--- src/rtl/input_router_pkg.sv ---
// Shared router definitions: ingress FSM states, header field layout, default widths.
// Combinational definitions only; no latency or backpressure of its own.
package yas_router_pkg;

  typedef enum logic [1:0] {HDR, PAY, DROP} state_e;

  localparam int DEF_DATA_W    = 8;
  localparam int DEF_NUM_PORTS = 4;
  localparam int DEF_DEST_W    = 2;
  localparam int DEF_LEN_W     = 4;
  localparam int STATS_W       = 16;

  // Header layout: destination in the low bits, payload length directly above it.
  localparam int DEST_LSB = 0;

  function automatic int len_lsb(input int dest_w);
    return DEST_LSB + dest_w;
  endfunction

  localparam int LEN_LSB = len_lsb(DEF_DEST_W);

endpackage

--- src/rtl/input_router_if.sv ---
// Ingress req/ack word stream plus per-port FIFO push bus of one router input.
// Master side is the upstream source and FIFOs; slave side is the router.
interface input_router_if #(
  parameter int DATA_W    = yas_router_pkg::DEF_DATA_W,
  parameter int NUM_PORTS = yas_router_pkg::DEF_NUM_PORTS
);
  logic [DATA_W-1:0]    data_in;
  logic                 data_in_req;
  logic                 data_in_ack;
  logic [NUM_PORTS-1:0] fifo_full;
  logic [NUM_PORTS-1:0] fifo_push;
  logic [DATA_W-1:0]    fifo_data;

  modport master (
    output data_in, data_in_req, fifo_full,
    input  data_in_ack, fifo_push, fifo_data
  );

  modport slave (
    input  data_in, data_in_req, fifo_full,
    output data_in_ack, fifo_push, fifo_data
  );
endinterface

--- src/rtl/input_router_hdr_decode.sv ---
// Header word -> destination, payload length and destination-valid flag.
// Purely combinational, zero latency, no backpressure.
module hdr_decode
  import yas_router_pkg::*;
#(
  parameter int DATA_W    = DEF_DATA_W,
  parameter int NUM_PORTS = DEF_NUM_PORTS,
  parameter int DEST_W    = DEF_DEST_W,
  parameter int LEN_W     = DEF_LEN_W
) (
  input  logic [DATA_W-1:0] hdr,
  output logic [DEST_W-1:0] dest,
  output logic [LEN_W-1:0]  len,
  output logic              dest_valid
);
  localparam int              LEN_OFS = len_lsb(DEST_W);
  localparam logic [DEST_W:0] PORTS   = (DEST_W+1)'(NUM_PORTS);

  logic unused_hdr_bits;

  assign dest            = hdr[DEST_LSB +: DEST_W];
  assign len             = hdr[LEN_OFS +: LEN_W];
  assign dest_valid      = ({1'b0, dest} < PORTS);
  assign unused_hdr_bits = ^hdr;
endmodule

--- src/rtl/input_router.sv ---
// Ingress router: parses headers and steers whole packets to per-port FIFOs; INPUT_ROUTER_STATS_EN adds pkt/drop counters.
// Zero latency (push is combinational from the transfer); backpressure is ack low while the target FIFO is full.
module input_router
  import yas_router_pkg::*;
#(
  parameter int DATA_W    = DEF_DATA_W,
  parameter int NUM_PORTS = DEF_NUM_PORTS,
  parameter int DEST_W    = DEF_DEST_W,
  parameter int LEN_W     = DEF_LEN_W
) (
  input logic                clk,
  input logic                rst,
  input_router_if.slave      bus
`ifdef INPUT_ROUTER_STATS_EN
  ,
  output logic [STATS_W-1:0] pkt_cnt,
  output logic [STATS_W-1:0] drop_cnt
`endif
);
  localparam int DEST_SPAN = 2 ** DEST_W;

  state_e              state_q, state_d;
  logic [DEST_W-1:0]   dest_q, dest_d;
  logic [LEN_W-1:0]    remain_q, remain_d;

  logic [DEST_W-1:0]    hdr_dest;
  logic [LEN_W-1:0]     hdr_len;
  logic                 hdr_valid;
  logic [DEST_SPAN-1:0] full_ext;
  logic [DEST_SPAN-1:0] push_ext;
  logic [DEST_W-1:0]    tgt;
  logic                 drop;
  logic                 ack;
  logic                 xfer;

  hdr_decode #(
    .DATA_W    (DATA_W),
    .NUM_PORTS (NUM_PORTS),
    .DEST_W    (DEST_W),
    .LEN_W     (LEN_W)
  ) u_hdr_decode (
    .hdr        (bus.data_in),
    .dest       (hdr_dest),
    .len        (hdr_len),
    .dest_valid (hdr_valid)
  );

  // Pad full flags to the whole dest space so any dest value indexes safely.
  always_comb begin
    full_ext                  = '0;
    full_ext[NUM_PORTS-1:0]   = bus.fifo_full;
  end

  always_comb begin
    tgt  = dest_q;
    drop = 1'b0;
    case (state_q)
      HDR: begin
        tgt  = hdr_dest;
        drop = !hdr_valid;
      end
      PAY:     drop = 1'b0;
      default: drop = 1'b1;
    endcase
    ack = drop | !full_ext[tgt];
  end

  assign xfer = bus.data_in_req & ack;

  always_comb begin
    state_d  = state_q;
    dest_d   = dest_q;
    remain_d = remain_q;
    if (xfer) begin
      if (state_q == HDR) begin
        if (hdr_len != '0) begin
          remain_d = hdr_len;
          if (hdr_valid) begin
            dest_d  = hdr_dest;
            state_d = PAY;
          end else begin
            state_d = DROP;
          end
        end
      end else begin
        remain_d = remain_q - 1'b1;
        if (remain_q == LEN_W'(1)) state_d = HDR;
      end
    end
  end

  always_comb begin
    push_ext = '0;
    if (xfer && !drop) push_ext[tgt] = 1'b1;
  end

  assign bus.data_in_ack = ack;
  assign bus.fifo_push   = push_ext[NUM_PORTS-1:0];
  assign bus.fifo_data   = bus.data_in;

  always_ff @(posedge clk) begin
    if (rst) begin
      state_q  <= HDR;
      dest_q   <= '0;
      remain_q <= '0;
    end else begin
      state_q  <= state_d;
      dest_q   <= dest_d;
      remain_q <= remain_d;
    end
  end

`ifdef INPUT_ROUTER_STATS_EN
  logic [STATS_W-1:0] pkt_cnt_q, pkt_cnt_d;
  logic [STATS_W-1:0] drop_cnt_q, drop_cnt_d;

  // Only headers count; both counters stick at all-ones.
  always_comb begin
    pkt_cnt_d  = pkt_cnt_q;
    drop_cnt_d = drop_cnt_q;
    if (xfer && state_q == HDR) begin
      if (hdr_valid && pkt_cnt_q != '1)   pkt_cnt_d  = pkt_cnt_q + 1'b1;
      if (!hdr_valid && drop_cnt_q != '1) drop_cnt_d = drop_cnt_q + 1'b1;
    end
  end

  always_ff @(posedge clk) begin
    if (rst) begin
      pkt_cnt_q  <= '0;
      drop_cnt_q <= '0;
    end else begin
      pkt_cnt_q  <= pkt_cnt_d;
      drop_cnt_q <= drop_cnt_d;
    end
  end

  assign pkt_cnt  = pkt_cnt_q;
  assign drop_cnt = drop_cnt_q;
`endif

endmodule

--- src/flat_wrapper.sv ---
// flat-port wrapper written by rule: the top's interface ports become plain ports
module input_router_flat import yas_router_pkg::*;
#(
  parameter int DATA_W    = DEF_DATA_W,
  parameter int NUM_PORTS = DEF_NUM_PORTS,
  parameter int DEST_W    = DEF_DEST_W,
  parameter int LEN_W     = DEF_LEN_W
)
  (clk, rst, bus_data_in, bus_data_in_req, bus_fifo_full, bus_data_in_ack, bus_fifo_push, bus_fifo_data);
  input_router_if #(.DATA_W(DATA_W), .NUM_PORTS(NUM_PORTS)) bus_i ();
  input logic clk;
  input logic rst;
  input wire logic [$bits(bus_i.data_in)-1:0] bus_data_in;
  input wire logic [$bits(bus_i.data_in_req)-1:0] bus_data_in_req;
  input wire logic [$bits(bus_i.fifo_full)-1:0] bus_fifo_full;
  output wire logic [$bits(bus_i.data_in_ack)-1:0] bus_data_in_ack;
  output wire logic [$bits(bus_i.fifo_push)-1:0] bus_fifo_push;
  output wire logic [$bits(bus_i.fifo_data)-1:0] bus_fifo_data;
  assign bus_i.data_in = bus_data_in;
  assign bus_i.data_in_req = bus_data_in_req;
  assign bus_i.fifo_full = bus_fifo_full;
  assign bus_data_in_ack = bus_i.data_in_ack;
  assign bus_fifo_push = bus_i.fifo_push;
  assign bus_fifo_data = bus_i.fifo_data;
  input_router #(.DATA_W(DATA_W), .NUM_PORTS(NUM_PORTS), .DEST_W(DEST_W), .LEN_W(LEN_W)) u_core (.clk(clk), .rst(rst), .bus(bus_i));
endmodule
--- config.mk ---
export PLATFORM = sky130hd
export DESIGN_NAME = input_router_flat
export DESIGN_NICKNAME = d
export VERILOG_FILES = /design/src/rtl/input_router_pkg.sv /design/src/rtl/input_router_if.sv /design/src/rtl/input_router_hdr_decode.sv /design/src/rtl/input_router.sv /design/src/flat_wrapper.sv
export SDC_FILE = /design/constraint.sdc
export NUM_CORES = 1
export LEC_CHECK = 0
export CAP_MARGIN = 15
export CORE_MARGIN = 5
export CORE_UTILIZATION = 46
export DETAILED_ROUTE_END_ITERATION = 8
export GPL_TIMING_DRIVEN = 0
export PLACE_DENSITY_LB_ADDON = 0.12
export SYNTH_ARGS = -nofsm -noshare
export SYNTH_HDL_FRONTEND = slang
export SYNTH_HIERARCHICAL = 1
export SYNTH_SLANG_ARGS = --single-unit
--- constraint.sdc ---
create_clock -name clk -period 6.16 [get_ports clk]
set_input_delay 1.232 -clock clk [delete_from_list [all_inputs] [get_ports clk]]
set_output_delay 1.232 -clock clk [all_outputs]
set_load 0.01 [all_outputs]
==> results.txt, run 1 <==
status -> finished clean
combinational power share -> 44.7%
GRT Residual Overflow -> 0
First-pass DRT Iterations -> 4
met3 usage -> 5.120%
Simple Share, Synth -> 31.41%
P_int -> 124.1 µW
GR Util met2 -> 24.06%
Top-area cell share -> 21.73%
sequential power -> 64.4 µW
post-route cell area -> 959.7 µm²
worst r2r src -> u_core/state_q[1]
Hold Fails Final Rpt -> 0
post-layout period usage -> 69.19%
die height -> 50.03 µm
maxcap violations -> 0
yosys stat chip area -> 737.0 µm²
vias in the first global route -> 677
Startpoint Class -> input port
Final GP Congestion -> 0.8072
Leak -> 0.3944 nW
Ys Warns -> 6
# Cells Yosys -> 96
CP startpoint -> bus_data_in[0]
Die Area -> 0.002503 mm²
sequential share of power -> 34.0%
Sw Ratio -> 34.50%
count of antenna-violating nets left after detailed routing -> 0
CP cell instances -> buf_4, or3b_4, and2_4, mux2_4, o211ai_2, buf_6, clkdlybuf4s50_1
Net Switching -> 65.36 µW
Logic area -> 426.7 µm²
start point of the worst min-delay path -> u_core/dest_q[0]
Peak Freq -> 0.2346 GHz
Min Hold Slack -> 0.4562 ns
Data required, critical path -> 4.93 ns
fp_density -> 48.92%
leading cell types by count after synthesis -> 16 x buf_4, 13 x nand2_1, 8 x dfxtp_1
Reg-to-Reg End -> u_core/remain_q[3]
Synth Area per Inst -> 7.677 µm²
# diodes -> 0
final worst slack -> 1.898 ns
Synth async-reset ratio -> 0%
Adders+Majority by Area -> 3.396%
EDFF count, synth -> 0
via/cell ratio -> 5.534
Slowest cell on crit path -> clkdlybuf4s50_1
setup violators final -> 0
CTS Hold Bufs -> 0
final design utilization -> 63.70%
XOR Share, Synth -> 0%
postcts setup bufs -> 0
CP max FO -> 10
R2R depth -> 7
RSZ-0062 raised after global routing -> false
Clock Tree Root -> clkbuf_4
Hold Crit Class -> flop to flop
Yosys top cell by area -> dfxtp_1
DRC -> 0
distinct lib cells -> 36
Worst Hold End -> u_core/dest_q[0]
antenna violations before repair -> 0
Ports -> 28
initial DRC count -> 7
Power, Total -> 189.4 µW
Non-Filler Instances -> 133
Core ar. -> 0.001506 mm²
Comb. pwr -> 84.7 µW
## run 1: state kept, by name (all words and copies together), names as in the netlist
| signal | count |
|---|---|
| u_core/dest_q | 2 |
| u_core/remain_q | 4 |
| u_core/state_q | 2 |
## run 1: cell type report
type / count / share of cell area, %
Sequential cell: 8 / 16.69
Inverter: 4 / 1.565
Multi-Input combinational cell: 66 / 44.46
Clock buffer: 3 / 2.347
Buffer: 18 / 14.08
Timing Repair Buffer: 18 / 18.77
Tap cell: 16 / 2.086
## run 1: cell families after synthesis
kind of cell | Yosys count
mux | 2
fa+ha+maj | 2
buf+inv | 22
compound gates | 19
other cells | 1
simple gates | 42
flops | 8
## run 1: placed cells by master, fill, tap and decap left out, drive strengths merged, types with 2 or more instances in the layout
master,instances
and2,2
nor4,5
buf,17
nand2,13
clkbuf,4
nor2,6
nand4,2
dfxtp,8
ha,2
nor3,2
o2111a,2
o21ai,6
a21oi,3
clkdlybuf4s50,18
nand3,5
inv,3
o211ai,2
o32ai,2
## run 1: how the worst max path moves through the flow
stage	to	slack, ns	cells past startpoint
global placement	bus_data_in_ack	1.88	7
global route	bus_data_in_ack	1.84	7
detailed placement	bus_data_in_ack	1.89	7
CTS	bus_data_in_ack	1.89	7
finish	bus_data_in_ack	1.90	7
floorplan	bus_data_in_ack	2.49	6
## run 1: worst reg2reg max path, stage by stage (launching register included)
cell      delay (ns)
dfxtp_1         0.36
or3b_4          0.43
and2_4          0.16
mux2_4          0.30
o211ai_2        0.17
buf_6           0.17
nand3_4         0.09
o32ai_1         0.27
## run 1: metal layers
metal	vias up	wire length, µm
met5	-	0
met4	0	26
met3	4	88
met2	20	873
met1	334	695
li1	378	-
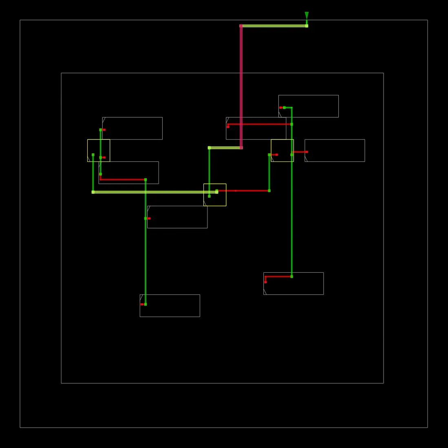
**Above:** run 1 (clock nets).
Flop Count: 8
Clk. pwr: 40.4 µW
Final Skew: 0.0007433 ns
clock sink count: 8
CLK BUF: 3

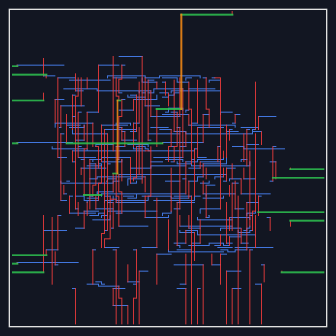
**Above:** run 1 (metal layers overlaid).
| layer | color | wire length |
|---|---|---|
| met2 | red | 874 µm |
| met4 | orange | 26.5 µm |
| met1 | blue | 696 µm |
| met3 | green | 88.5 µm |
final wirelength: 1.684 mm
Total Routing Usage GR: 14.17%
vias: 736
wire per inst: 12.66 µm

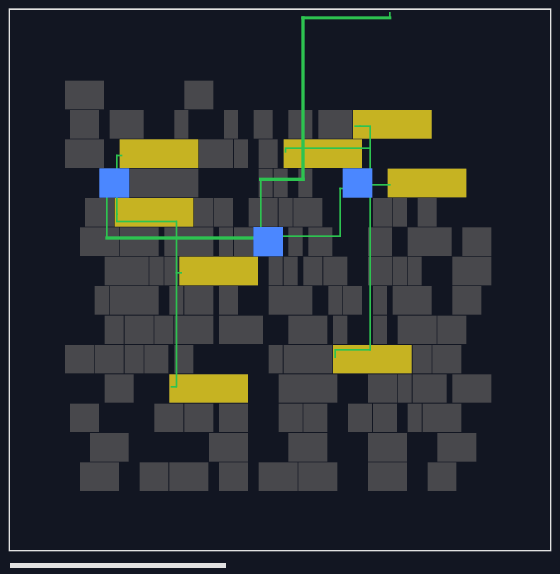
**Above:** run 1 (routed clock nets over the placement).
Scale bar: 20 µm.
[cells driving clock nets] blue | count: 3
[flip-flops] yellow | count: 8
[clock wires] green | length: 130 µm
routed clock nets: 4
latest clock arrival within the worst-skew pair: 0.25 ns
Clock Power Share: 21.3%

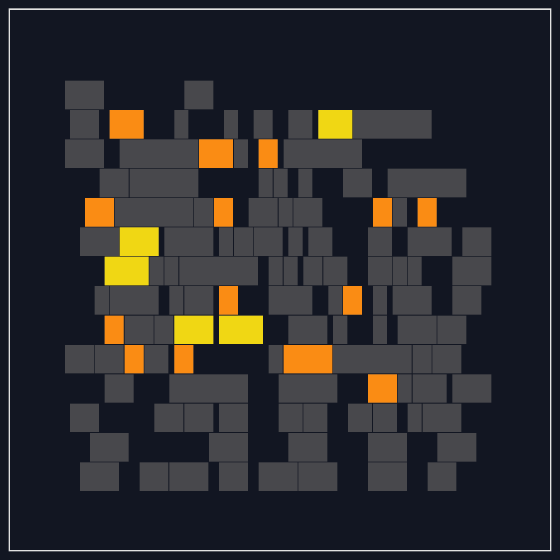
**Above:** run 1 (gate-type map).
| family | color | cells | most used |
|---|---|---|---|
| AND-OR and OR-AND gates | yellow | 5 | o2111a_1 |
| inverting AOI/OAI gates | orange | 14 | o21ai_0 |

## Run 2: what changed since run 1
--- a/config.mk
+++ b/config.mk
@@ -7,7 +7,7 @@
 export LEC_CHECK = 0
 export CAP_MARGIN = 15
 export CORE_MARGIN = 5
-export CORE_UTILIZATION = 46
+export CORE_UTILIZATION = 39
 export DETAILED_ROUTE_END_ITERATION = 8
 export GPL_TIMING_DRIVEN = 0
 export PLACE_DENSITY_LB_ADDON = 0.12
==> constraint.sdc (replaced) <==
create_clock -name clk -period 3.7 [get_ports clk]
set_input_delay 0.74 -clock clk [delete_from_list [all_inputs] [get_ports clk]]
set_output_delay 0.74 -clock clk [all_outputs]
set_load 0.01 [all_outputs]
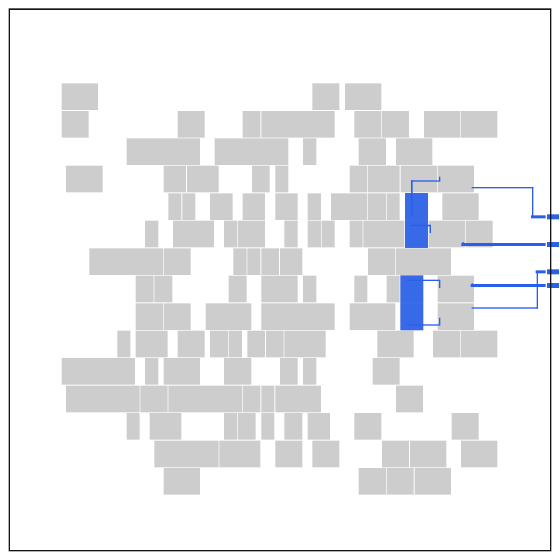
**Above:** run 2 (wires at chosen ports, followed through buffers).
| port | color | bits | direction | edge | end cells | buffers | wire |
|---|---|---|---|---|---|---|---|
| bus_fifo_push | blue | 4 | output | right | 4 | 4 | 53.1 µm |
Ports: 28
port buffer count: 18

==> run 2 against run 1 <==
Synthesized area unchanged; wire length increased by 6.8%; clock-buffer cell count unchanged; die area increased by 14%; synthesized cell count unchanged; clock skew increased by 0.0013 ns; first-iteration DRC count increased to 2.9 times the previous value; register-to-register slack got worse by 2.5 ns; critical path type unchanged; largest cell class unchanged; largest power group unchanged.
==> results.txt, run 2 <==
status -> finished clean
CP max FO -> 10 (unchanged)
final wirelength -> 1.799 mm (+6.8%)
Data required, critical path -> 2.96 ns (-1.97 ns)
clock sink count -> 8 (unchanged)
Net Switching -> 109.2 µW (+67%)
maxcap violations -> 0 (unchanged)
Clock Power Share -> 21.1% (-0.2 points)
via/cell ratio -> 5.261 (-4.9%)
wire per inst -> 12.67 µm (about the same)
setup violators final -> 0 (unchanged)
EDFF count, synth -> 0 (unchanged)
Power, Total -> 316.0 µW (+67%)
GRT Residual Overflow -> 0 (unchanged)
fp_density -> 41.77% (-7.1 points)
Clock Tree Root -> clkbuf_4
Biggest register -> u_core/remain_q
initial DRC count -> 20 (+13)
latest clock arrival within the worst-skew pair -> 0.25 ns (about the same)
post-layout period usage -> 89.23%
most frequent cells in the layout -> 18 x clkdlybuf4s50_1, 16 x buf_4, 13 x nand2_1
Final GP Congestion -> 0.7923 (-1.8%)
# diodes -> 0 (unchanged)
CTS Hold Bufs -> 0 (unchanged)
RSZ-0062 raised after global routing -> false
distinct lib cells -> 36 (unchanged)
yosys stat chip area -> 737.0 µm² (unchanged)
leading cell types by count after synthesis -> 16 x buf_4, 13 x nand2_1, 8 x dfxtp_1
largest registers -> u_core/remain_q (4), u_core/dest_q (2), u_core/state_q (2)
Sw Ratio -> 34.57% (+0.071 points)
sequential share of power -> 33.9% (about the same)
Total Routing Usage GR -> 13.72% (-0.45 points)
vias -> 747 (+1.5%)
Seq share, synth -> 21.73%
combinational power share -> 44.9% (+0.2 points)
Synth async-reset ratio -> 0% (unchanged)
post-route cell area -> 970.9 µm² (+1.2%)
count of antenna-violating nets left after detailed routing -> 0 (unchanged)
postcts setup bufs -> 0 (unchanged)
Min Hold Slack -> 0.4643 ns (+0.008004 ns)
Top-area cell share -> 21.73% (unchanged)
First-pass DRT Iterations -> 4 (unchanged)
Post-Syn Nets -> 113
antenna violations before repair -> 0 (unchanged)
Hold Fails Final Rpt -> 0 (unchanged)
final design utilization -> 55.04% (-8.7 points)
final worst slack -> 0.3986 ns (-1.499 ns)
Leak -> 0.3944 nW (unchanged)
P_int -> 206.8 µW (+67%)
Startpoint Class -> input port
max FFs per register -> 4 (unchanged)
Ys Warns -> 6 (unchanged)
vias in the first global route -> 653 (-3.5%)
largest net degree at the start of global routing -> 11
Synth Area per Inst -> 7.677 µm² (unchanged)
Die Area -> 0.002859 mm² (+14%)
Peak Freq -> 0.3029 GHz
Final Skew -> 0.001998 ns (+0.001254 ns)
Core ar. -> 0.001764 mm² (+17%)
Logic area -> 426.7 µm² (unchanged)
# Cells Yosys -> 96 (unchanged)
-- run 2: power by group through the flow --
stage          Combinational [mW]  Clock, mW  Sequential [mW]
2_1_floorplan               0.103          0            0.105
3_3_place_gp                0.140          0            0.108
3_5_place_dp                0.141          0            0.108
4_1_cts                     0.142     0.0686            0.107
5_1_grt                     0.157     0.0758            0.108
6_report                    0.142     0.0668            0.107
-- run 2: worst paths after layout --
check	slack (ns)	start	depth (start not counted)	endpoint
min	0.46	u_core/dest_q[0]	2	u_core/dest_q[0]
max	0.40	bus_data_in[0]	7	bus_data_in_ack
min reg2reg	0.46	u_core/dest_q[0]	2	u_core/dest_q[0]
max reg2reg	1.62	u_core/state_q[1]	7	u_core/remain_q[2]
-- run 2: cell families (layout without fill, tap and decap cells) --
logic type      count (synthesis)  after routing  share of synthesized area [%]
mux                             2              2                          3.395
other cells                     1              1                         0.5088
fa+ha+maj                       2              2                          3.395
flops                           8              8                          21.73
compound gates                 19             19                          19.19
buf+inv                        22             43                          20.37
simple gates                   42             42                          31.41
-- run 2: area by class of cell --
class / count / area share [%]
plain buffers: 18 / 13.92
well taps: 25 / 3.222
clock buffers: 3 / 2.320
multi-input cells: 66 / 43.94
flip-flops and latches: 8 / 16.49
repair buffers: 18 / 18.56
inverters: 4 / 1.546
-- run 2: critical path, cell delays in order --
cell and delay [ns]:
buf_4 0.09, or3b_4 0.37, and2_4 0.16, mux2_4 0.30
o211ai_2 0.19, buf_6 0.17, clkdlybuf4s50_1 0.54
-- run 2: layer usage --
| layer | up-vias | track usage [%] | part of all wire (%) |
|---|---|---|---|
| met3 | 4 | 3.099 | 7.2 |
| met5 | - | 0 | 0 |
| met2 | 21 | 21.63 | 46 |
| met1 | 342 | 17.39 | 45 |
| met4 | 0 | 6.383 | 1.9 |
| li1 | 380 | - | - |
## Run 3: what changed since run 2
--- a/config.mk
+++ b/config.mk
@@ -6,7 +6,7 @@
 export NUM_CORES = 1
 export LEC_CHECK = 0
 export CAP_MARGIN = 15
-export CORE_MARGIN = 5
+export CORE_MARGIN = 2
 export CORE_UTILIZATION = 39
 export DETAILED_ROUTE_END_ITERATION = 8
 export GPL_TIMING_DRIVEN = 0
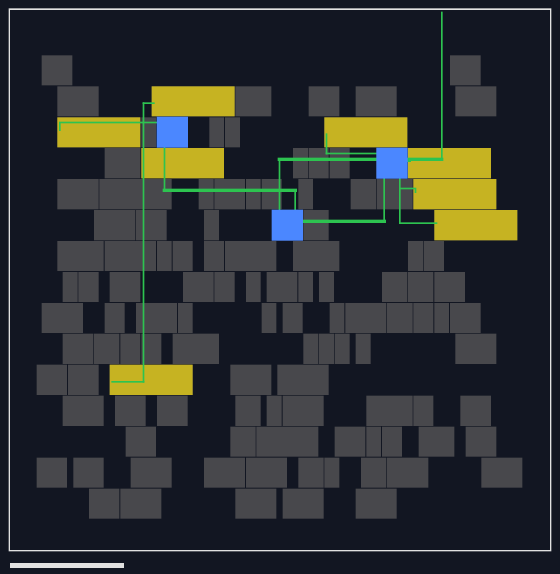
**Above:** run 3 (routed clock nets over the placement).
Scale bar: 10 µm.
[cells driving clock nets] blue | count: 3
[clock wires] green | length: 121 µm
[flip-flops] yellow | count: 8
routed clock nets: 4

==> run 3 against run 2 <==
Power barely moved; final cell count did not move; combinational power barely moved; non-clock buffer count did not move; die area fell by 21%; synthesized area did not move; utilization rose by 0.59 points; flip-flop count did not move.
==> results.txt, run 3 <==
status -> finished clean
Total Routing Usage GR -> 17.40% (+3.7 points)
# diodes -> 0 (unchanged)
final design utilization -> 55.63% (+0.59 points)
Die Area -> 0.002253 mm² (-21%)
vias -> 722 (-3.3%)
postcts setup bufs -> 0 (unchanged)
largest registers -> u_core/remain_q (4), u_core/dest_q (2), u_core/state_q (2)
post-route cell area -> 970.9 µm² (unchanged)
setup violators final -> 0 (unchanged)
maxcap violations -> 0 (unchanged)
Data required, critical path -> 2.96 ns (about the same)
post-layout period usage -> 89.05% (-0.18 points)
antenna violations before repair -> 0 (unchanged)
via/cell ratio -> 5.085 (-3.3%)
# Cells Yosys -> 96 (unchanged)
initial DRC count -> 9 (-55%)
Post-Syn Nets -> 113 (unchanged)
Min Hold Slack -> 0.4636 ns (-0.0006360 ns)
Ys Warns -> 6 (unchanged)
RSZ-0062 raised after global routing -> false
First-pass DRT Iterations -> 4 (unchanged)
clock sink count -> 8 (unchanged)
Final GP Congestion -> 0.7779 (-1.8%)
Hold Fails Final Rpt -> 0 (unchanged)
max FFs per register -> 4 (unchanged)
latest clock arrival within the worst-skew pair -> 0.26 ns (about the same)
Peak Freq -> 0.3035 GHz (+0.20%)
Ports -> 28 (unchanged)
EDFF count, synth -> 0 (unchanged)
final worst slack -> 0.4051 ns (+0.006530 ns)
Synth async-reset ratio -> 0% (unchanged)
fp_density -> 42.22% (+0.45 points)
count of antenna-violating nets left after detailed routing -> 0 (unchanged)
largest net degree at the start of global routing -> 11 (unchanged)
yosys stat chip area -> 737.0 µm² (unchanged)
Startpoint Class -> input port
Clock Tree Root -> clkbuf_4
Seq share, synth -> 21.73% (unchanged)
Synth Area per Inst -> 7.677 µm² (unchanged)
leading cell types by count after synthesis -> 16 x buf_4, 13 x nand2_1, 8 x dfxtp_1
[run 3: cell counts after synthesis]
Identical to the previous run, type by type.
[run 3: kinds of logic (layout without fill, tap and decap cells)]
group	after synthesis	after routing	synth area share [%]
other	1	1	0.5088
AND-OR/OR-AND	19	19	19.19
flip-flops	8	8	21.73
AND/OR/NAND/NOR	42	42	31.41
adder cells (fa/ha/maj)	2	2	3.395
buffers and inverters	22	43	20.37
multiplexers	2	2	3.395
[run 3: cell type report]
type                            instances  area (µm²)
Fill cell                             179       774.5
Buffer                                 18       135.1
Timing Repair Buffer                   18       180.2
Inverter                                4       15.01
Multi-Input combinational cell         66       426.7
Sequential cell                         8       160.2
Clock buffer                            3       22.52
Tap cell                               25       31.28
[run 3: per-layer routing]
| metal | track usage (%) | vias to the layer above | share of wire (%) |
|---|---|---|---|
| met3 | 5.660 | 0 | 4.8 |
| met1 | 22.15 | 326 | 47 |
| met5 | 0 | - | 0 |
| met4 | 3.333 | 0 | 0 |
| li1 | - | 375 | - |
| met2 | 28.92 | 21 | 49 |
[run 3: final timing paths]
check,cells after the start,slack (ns),from,end
hold reg to reg,2,0.46,u_core/remain_q[3],u_core/remain_q[3]
hold / removal,2,0.46,u_core/remain_q[3],u_core/remain_q[3]
setup reg to reg,7,1.67,u_core/state_q[1],u_core/remain_q[2]
setup / recovery,7,0.41,bus_data_in[0],bus_data_in_ack
[run 3: worst max-delay path, cell delays in order]
cell             delay [ns]
buf_4                  0.08
or3b_4                 0.37
and2_4                 0.16
mux2_4                 0.30
o211ai_2               0.18
buf_6                  0.17
clkdlybuf4s50_1        0.54
[run 3: report_power, final]
part / internal [mW] / switching [mW]
Combinational: 0.0731 / 0.0694
Clock: 0.0371 / 0.0292
Sequential: 0.0966 / 0.0104
Total: 0.207 / 0.109
No activity file was given, so power comes from the tool's default toggle rates.
